$ cat src/rtl/rf_pkg.sv
// Shared definitions for the register-file writeback path.
//   DATA_W   : result / register width
//   REG_AW   : register address width
//   NUM_REGS : number of architectural registers (register 0 is hardwired)
//   wb_req_t : one pending register write {dest, data}
//   wb_src_e : which source drives the writeback register this cycle
package rf_pkg;

    localparam int DATA_W   = 28;
    localparam int REG_AW   = 4;
    localparam int NUM_REGS = 2 ** REG_AW;

    typedef struct packed {
        logic [REG_AW-1:0] dest;
        logic [DATA_W-1:0] data;
    } wb_req_t;

    typedef enum logic [1:0] {
        WB_NONE,
        WB_ALU,
        WB_MEM
    } wb_src_e;

    // Register 0 is never written; any result aimed at it is silently dropped.
    function automatic logic dest_is_reg(input logic [REG_AW-1:0] d);
        return d != '0;
    endfunction

endpackage

$ cat src/rtl/wb_sync_fifo.sv
// Small synchronous FIFO holding memory results until the writeback port is free.
//   clk, rst   : clock, asynchronous active-high reset (pointers/count only)
//   push       : write push_data (ignored when full)
//   push_data  : entry to store
//   pop        : discard the head entry (ignored when empty)
//   head_data  : current head entry, valid whenever empty is low
//   count      : number of stored entries, 0..DEPTH
//   full/empty : status flags derived from count
// Push and pop in the same cycle are both honoured and leave count unchanged.
module wb_sync_fifo #(
    parameter int DEPTH = 4,
    parameter int WIDTH = 32,
    localparam int AW   = $clog2(DEPTH),
    localparam int CW   = AW + 1
) (
    input  logic             clk,
    input  logic             rst,
    input  logic             push,
    input  logic [WIDTH-1:0] push_data,
    input  logic             pop,
    output logic [WIDTH-1:0] head_data,
    output logic [CW-1:0]    count,
    output logic             full,
    output logic             empty
);

    logic [WIDTH-1:0] mem_reg [DEPTH];
    logic [AW-1:0]    wr_ptr_reg;
    logic [AW-1:0]    rd_ptr_reg;
    logic [CW-1:0]    count_reg;
    logic             push_ok;
    logic             pop_ok;

    assign full    = (count_reg == CW'(DEPTH));
    assign empty   = (count_reg == '0);
    assign push_ok = push & ~full;
    assign pop_ok  = pop & ~empty;
    assign count   = count_reg;

    // The arbiter must see the head in the same cycle it decides to pop,
    // so the head is read straight out of the storage array.
    assign head_data = mem_reg[rd_ptr_reg];

    // Storage is never reset; only the pointers define what is valid.
    always_ff @(posedge clk) begin
        if (push_ok) begin
            mem_reg[wr_ptr_reg] <= push_data;
        end
    end

    // DEPTH is a power of two, so the pointers wrap naturally.
    always_ff @(posedge clk or posedge rst) begin
        if (rst) begin
            wr_ptr_reg <= '0;
            rd_ptr_reg <= '0;
            count_reg  <= '0;
        end else begin
            if (push_ok) begin
                wr_ptr_reg <= wr_ptr_reg + AW'(1);
            end
            if (pop_ok) begin
                rd_ptr_reg <= rd_ptr_reg + AW'(1);
            end
            case ({push_ok, pop_ok})
                2'b10:   count_reg <= count_reg + CW'(1);
                2'b01:   count_reg <= count_reg - CW'(1);
                default: count_reg <= count_reg;
            endcase
        end
    end

endmodule

$ cat src/rtl/rf_writeback_arb.sv
// Writeback arbiter in front of the register file's single write port.
//   clk, rst              : clock, asynchronous active-high reset
//   alu_valid/ready/dest/data : ALU result handshake (1-cycle latency to wb_*)
//   mem_valid/ready/dest/data : memory result handshake, always via the FIFO
//   sb_set, sb_dest       : mark a register as waiting for a load
//   sb_pending            : per-register load-outstanding bits
//   sb_err                : sticky, a load was issued to an already-pending register
//   wb_wen/dest/data      : registered RF write port
//   rs0/rs1, rf_dout0/1   : RF read address / data
//   fwd_dout0/1           : read data with the in-flight writeback forwarded
// The ALU normally wins the port; after STARVE_MAX consecutive ALU wins while
// memory results are waiting, the ALU is held off for one cycle so the FIFO drains.
module rf_writeback_arb
    import rf_pkg::*;
#(
    parameter int MFIFO_DEPTH = 4,
    parameter int STARVE_MAX  = 3
) (
    input  logic                clk,
    input  logic                rst,
    input  logic                alu_valid,
    output logic                alu_ready,
    input  logic [REG_AW-1:0]   alu_dest,
    input  logic [DATA_W-1:0]   alu_data,
    input  logic                mem_valid,
    output logic                mem_ready,
    input  logic [REG_AW-1:0]   mem_dest,
    input  logic [DATA_W-1:0]   mem_data,
    input  logic                sb_set,
    input  logic [REG_AW-1:0]   sb_dest,
    output logic [NUM_REGS-1:0] sb_pending,
    output logic                sb_err,
    output logic                wb_wen,
    output logic [REG_AW-1:0]   wb_dest,
    output logic [DATA_W-1:0]   wb_data,
    input  logic [REG_AW-1:0]   rs0,
    input  logic [REG_AW-1:0]   rs1,
    input  logic [DATA_W-1:0]   rf_dout0,
    input  logic [DATA_W-1:0]   rf_dout1,
    output logic [DATA_W-1:0]   fwd_dout0,
    output logic [DATA_W-1:0]   fwd_dout1
);

    localparam int FCW = $clog2(MFIFO_DEPTH) + 1;
    localparam int SCW = $clog2(STARVE_MAX + 1);
    localparam logic [SCW-1:0] STARVE_LIM = SCW'(STARVE_MAX);

    // ------------------------------------------------------------------
    // Memory-result FIFO
    // ------------------------------------------------------------------
    wb_req_t        mem_req;
    wb_req_t        fifo_head;
    logic [FCW-1:0] fifo_count;
    logic           fifo_full;
    logic           fifo_empty;
    logic           fifo_push;
    logic           fifo_pop;

    assign mem_req.dest = mem_dest;
    assign mem_req.data = mem_data;

    // Held low during reset so nothing is accepted into a FIFO being cleared.
    assign mem_ready = ~rst & (fifo_count < FCW'(MFIFO_DEPTH));
    assign fifo_push = mem_valid & mem_ready & ~fifo_full;

    wb_sync_fifo #(
        .DEPTH (MFIFO_DEPTH),
        .WIDTH ($bits(wb_req_t))
    ) u_mem_fifo (
        .clk       (clk),
        .rst       (rst),
        .push      (fifo_push),
        .push_data (mem_req),
        .pop       (fifo_pop),
        .head_data (fifo_head),
        .count     (fifo_count),
        .full      (fifo_full),
        .empty     (fifo_empty)
    );

    // ------------------------------------------------------------------
    // Arbitration
    // ------------------------------------------------------------------
    logic [SCW-1:0] starve_reg;
    logic [SCW-1:0] starve_next;
    wb_src_e        wb_src;

    assign alu_ready = (starve_reg != STARVE_LIM);

    always_comb begin
        wb_src = WB_NONE;
        if (alu_valid && alu_ready) begin
            wb_src = WB_ALU;
        end else if (!fifo_empty) begin
            wb_src = WB_MEM;
        end
    end

    assign fifo_pop = (wb_src == WB_MEM);

    // Counts ALU wins that happened while memory results were waiting.
    // Once it hits the limit alu_ready drops, the FIFO necessarily wins,
    // and the pop clears the count again.
    always_comb begin
        starve_next = starve_reg;
        if (fifo_pop || fifo_empty) begin
            starve_next = '0;
        end else if ((wb_src == WB_ALU) && (starve_reg != STARVE_LIM)) begin
            starve_next = starve_reg + SCW'(1);
        end
    end

    always_ff @(posedge clk or posedge rst) begin
        if (rst) begin
            starve_reg <= '0;
        end else begin
            starve_reg <= starve_next;
        end
    end

    // ------------------------------------------------------------------
    // Writeback register
    // ------------------------------------------------------------------
    logic              wb_wen_reg;
    logic              wb_wen_next;
    logic [REG_AW-1:0] wb_dest_reg;
    logic [REG_AW-1:0] wb_dest_next;
    logic [DATA_W-1:0] wb_data_reg;
    logic [DATA_W-1:0] wb_data_next;

    // Results aimed at register 0 are consumed like any other but leave
    // the write port idle, so dest/data simply hold.
    always_comb begin
        wb_wen_next  = 1'b0;
        wb_dest_next = wb_dest_reg;
        wb_data_next = wb_data_reg;
        case (wb_src)
            WB_ALU: begin
                if (dest_is_reg(alu_dest)) begin
                    wb_wen_next  = 1'b1;
                    wb_dest_next = alu_dest;
                    wb_data_next = alu_data;
                end
            end
            WB_MEM: begin
                if (dest_is_reg(fifo_head.dest)) begin
                    wb_wen_next  = 1'b1;
                    wb_dest_next = fifo_head.dest;
                    wb_data_next = fifo_head.data;
                end
            end
            default: begin
            end
        endcase
    end

    always_ff @(posedge clk or posedge rst) begin
        if (rst) begin
            wb_wen_reg  <= 1'b0;
            wb_dest_reg <= '0;
            wb_data_reg <= '0;
        end else begin
            wb_wen_reg  <= wb_wen_next;
            wb_dest_reg <= wb_dest_next;
            wb_data_reg <= wb_data_next;
        end
    end

    assign wb_wen  = wb_wen_reg;
    assign wb_dest = wb_dest_reg;
    assign wb_data = wb_data_reg;

    // ------------------------------------------------------------------
    // Load scoreboard
    // ------------------------------------------------------------------
    // The bit clears on the pop cycle, one cycle before the RF write lands;
    // forwarding from wb_* covers that gap for readers.
    assign sb_pending[0] = 1'b0;

    generate
        for (genvar gi = 1; gi < NUM_REGS; gi++) begin : g_sb
            logic pend_reg;
            logic pend_next;
            logic set_hit;
            logic clr_hit;

            assign set_hit = sb_set & (sb_dest == REG_AW'(gi));
            assign clr_hit = fifo_pop & (fifo_head.dest == REG_AW'(gi));
            // A new load to the same register outranks the retiring one.
            assign pend_next = set_hit | (pend_reg & ~clr_hit);

            always_ff @(posedge clk or posedge rst) begin
                if (rst) begin
                    pend_reg <= 1'b0;
                end else begin
                    pend_reg <= pend_next;
                end
            end

            assign sb_pending[gi] = pend_reg;
        end
    endgenerate

    logic sb_err_reg;
    logic sb_err_next;

    assign sb_err_next = sb_err_reg
                       | (sb_set & dest_is_reg(sb_dest) & sb_pending[sb_dest]);

    always_ff @(posedge clk or posedge rst) begin
        if (rst) begin
            sb_err_reg <= 1'b0;
        end else begin
            sb_err_reg <= sb_err_next;
        end
    end

    assign sb_err = sb_err_reg;

    // ------------------------------------------------------------------
    // Operand forwarding
    // ------------------------------------------------------------------
    function automatic logic [DATA_W-1:0] fwd_sel(
        input logic [REG_AW-1:0] rs,
        input logic [DATA_W-1:0] rf_dout
    );
        if (wb_wen_reg && (wb_dest_reg == rs) && dest_is_reg(rs)) begin
            return wb_data_reg;
        end
        return rf_dout;
    endfunction

    assign fwd_dout0 = fwd_sel(rs0, rf_dout0);
    assign fwd_dout1 = fwd_sel(rs1, rf_dout1);

endmodule

$ cat config.mk
export PLATFORM = sky130hd
export DESIGN_NAME = rf_writeback_arb
export DESIGN_NICKNAME = d
export VERILOG_FILES = /design/src/rtl/rf_pkg.sv /design/src/rtl/wb_sync_fifo.sv /design/src/rtl/rf_writeback_arb.sv
export SDC_FILE = /design/constraint.sdc
export NUM_CORES = 1
export LEC_CHECK = 0
export ABC_AREA = 1
export ABC_CLOCK_PERIOD_IN_PS = 4400
export CAP_MARGIN = 20
export CORE_MARGIN = 3
export CORE_UTILIZATION = 52
export DETAILED_ROUTE_END_ITERATION = 6
export HOLD_SLACK_MARGIN = 0.08
export PLACE_DENSITY = 0.86
export SLEW_MARGIN = 20
export SYNTH_ARGS = -nofsm -noshare
export SYNTH_HDL_FRONTEND = slang
export SYNTH_SLANG_ARGS = --single-unit
$ cat constraint.sdc
create_clock -name clk -period 4.4 [get_ports clk]
set_input_delay 0.66 -clock clk [delete_from_list [all_inputs] [get_ports clk]]
set_output_delay 0.66 -clock clk [all_outputs]
set_load 0.02 [all_outputs]
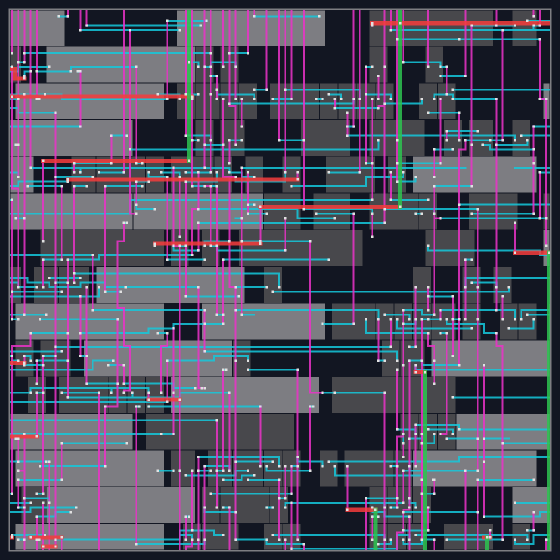
**Above:** zoomed window.
Region (47, 47) to (87, 87) um. Cells in gray, sequential cells in the stronger gray; small squares are vias.
legend:
  red:
    layer: met3
  green:
    layer: met4
  magenta:
    layer: met2
  cyan:
    layer: met1
most frequent: nand2_1 (48), edfxtp_1 (13), clkdlybuf4s50_1 (11)
netlist names of flops here include: u_mem_fifo.mem_reg (13), wb_data (4), u_mem_fifo.rd_ptr_reg (2)
sequential cells in the window: 19
cells with their middle in the window: 116

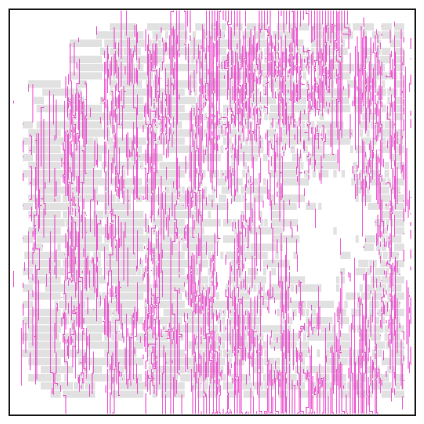
**Above:** met2 routing.
Drawn at 3 px/um.
nets with wire on the layer: 1020
wire length on this layer: 12100 um
longest straight run: 59.6 um
share of all routed wire: 50%
main direction: vertical
via count: 7343
routed wire length: 24.4 mm
GR Util met2: 0.442

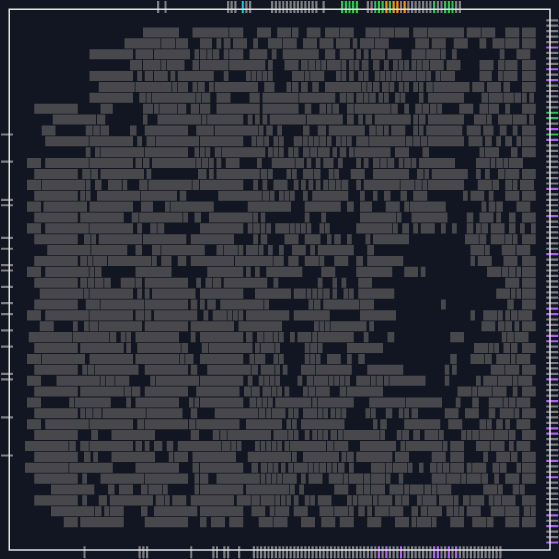
**Above:** pin map.
Drawn at 4 px/um. Pins as bars across the die edge, other pins in gray.
legend:
  green:
    port: sb_pending
    pins: 16
    direction: output
    edge: 13 north, 3 east
  cyan:
    port: mem_valid
    pins: 1
    direction: input
    edge: north
  purple:
    port: fwd_dout1
    pins: 28
    direction: output
    edge: 21 east, 7 south
  orange:
    port: sb_dest
    pins: 4
    direction: input
    edge: north
all pins by edge: 97 east, 78 south, 53 north, 17 west
die height: 135 um
number of port buffers: 243
Die W: 135 um

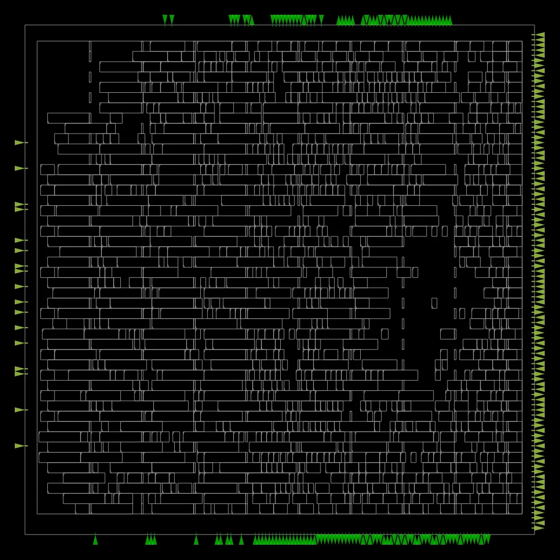
**Above:** placed standard cells.
filler instances: 1164
num sequential: 186
Seq area share: 0.452

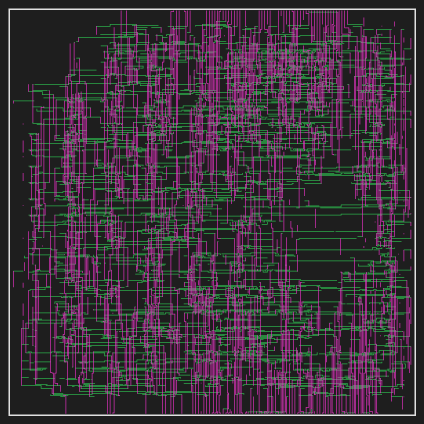
**Above:** routed metal, one color a layer.
Drawn at 3 px/um. Only two layers are drawn.
legend:
  green:
    layer: met1
    wire_length: 9690 um
  magenta:
    layer: met2
    wire_length: 12100 um
Avg WL per Cell: 18.0 um
GRT Util Overall: 0.267

stage by stage:
stage / instances / util / hold WS (ps)
after CTS: 1360 / 0.729 / 468
after floorplan: 919 / - / 408
final: 1361 / 0.729 / 461
after detailed placement: 1328 / 0.692 / 457
after global routing: 1361 / 0.729 / 483
after global placement: 1328 / 0.692 / 419
power groups by stage:
stage | clock, mW | sequential [mW] | combinational, mW
floorplan | 0 | 2.63 | 1.80
global placement | 0 | 2.51 | 3.09
detailed placement | 0 | 2.53 | 3.17
CTS | 1.55 | 2.49 | 3.20
global route | 1.63 | 2.54 | 3.50
finish | 1.54 | 2.50 | 3.20
routing by layer:
metal	part of all wire	up-vias
met4	0.037	0
met5	0	-
met1	0.40	3430
li1	-	3487
met3	0.071	61
met2	0.50	365
==> results.json <==
{
  "status": "complete, no violations",
  "top_cells_by_count": "nand2_1 (271), o21ai_0 (139), edfxtp_1 (128), nor2_1 (77), inv_1 (62)",
  "cts_hold_buf": 0,
  "muxShareOfSynthArea": 0,
  "postSynthAreaPerCell_um2": 9.39,
  "use_met3": 0.0481,
  "largest_reg_flops": 128,
  "cp_max_fo": 56,
  "mi_logic_area_um2": 2760,
  "yosys_warnings": 0,
  "buf_share": 0.217,
  "comb_share": 0.236,
  "clk_share": 0.0511,
  "p_clk_frac": 0.213,
  "endpoint_kind": "output pin",
  "lay_top_count": "nand2_1",
  "worst_pin_slew_ps": 1050,
  "holdPathStages": 1,
  "grt_antenna_before_repair": 1,
  "regArea_um2": 5300,
  "startpoint_type": "input port"
}
Power and IR drop assume default switching activity.
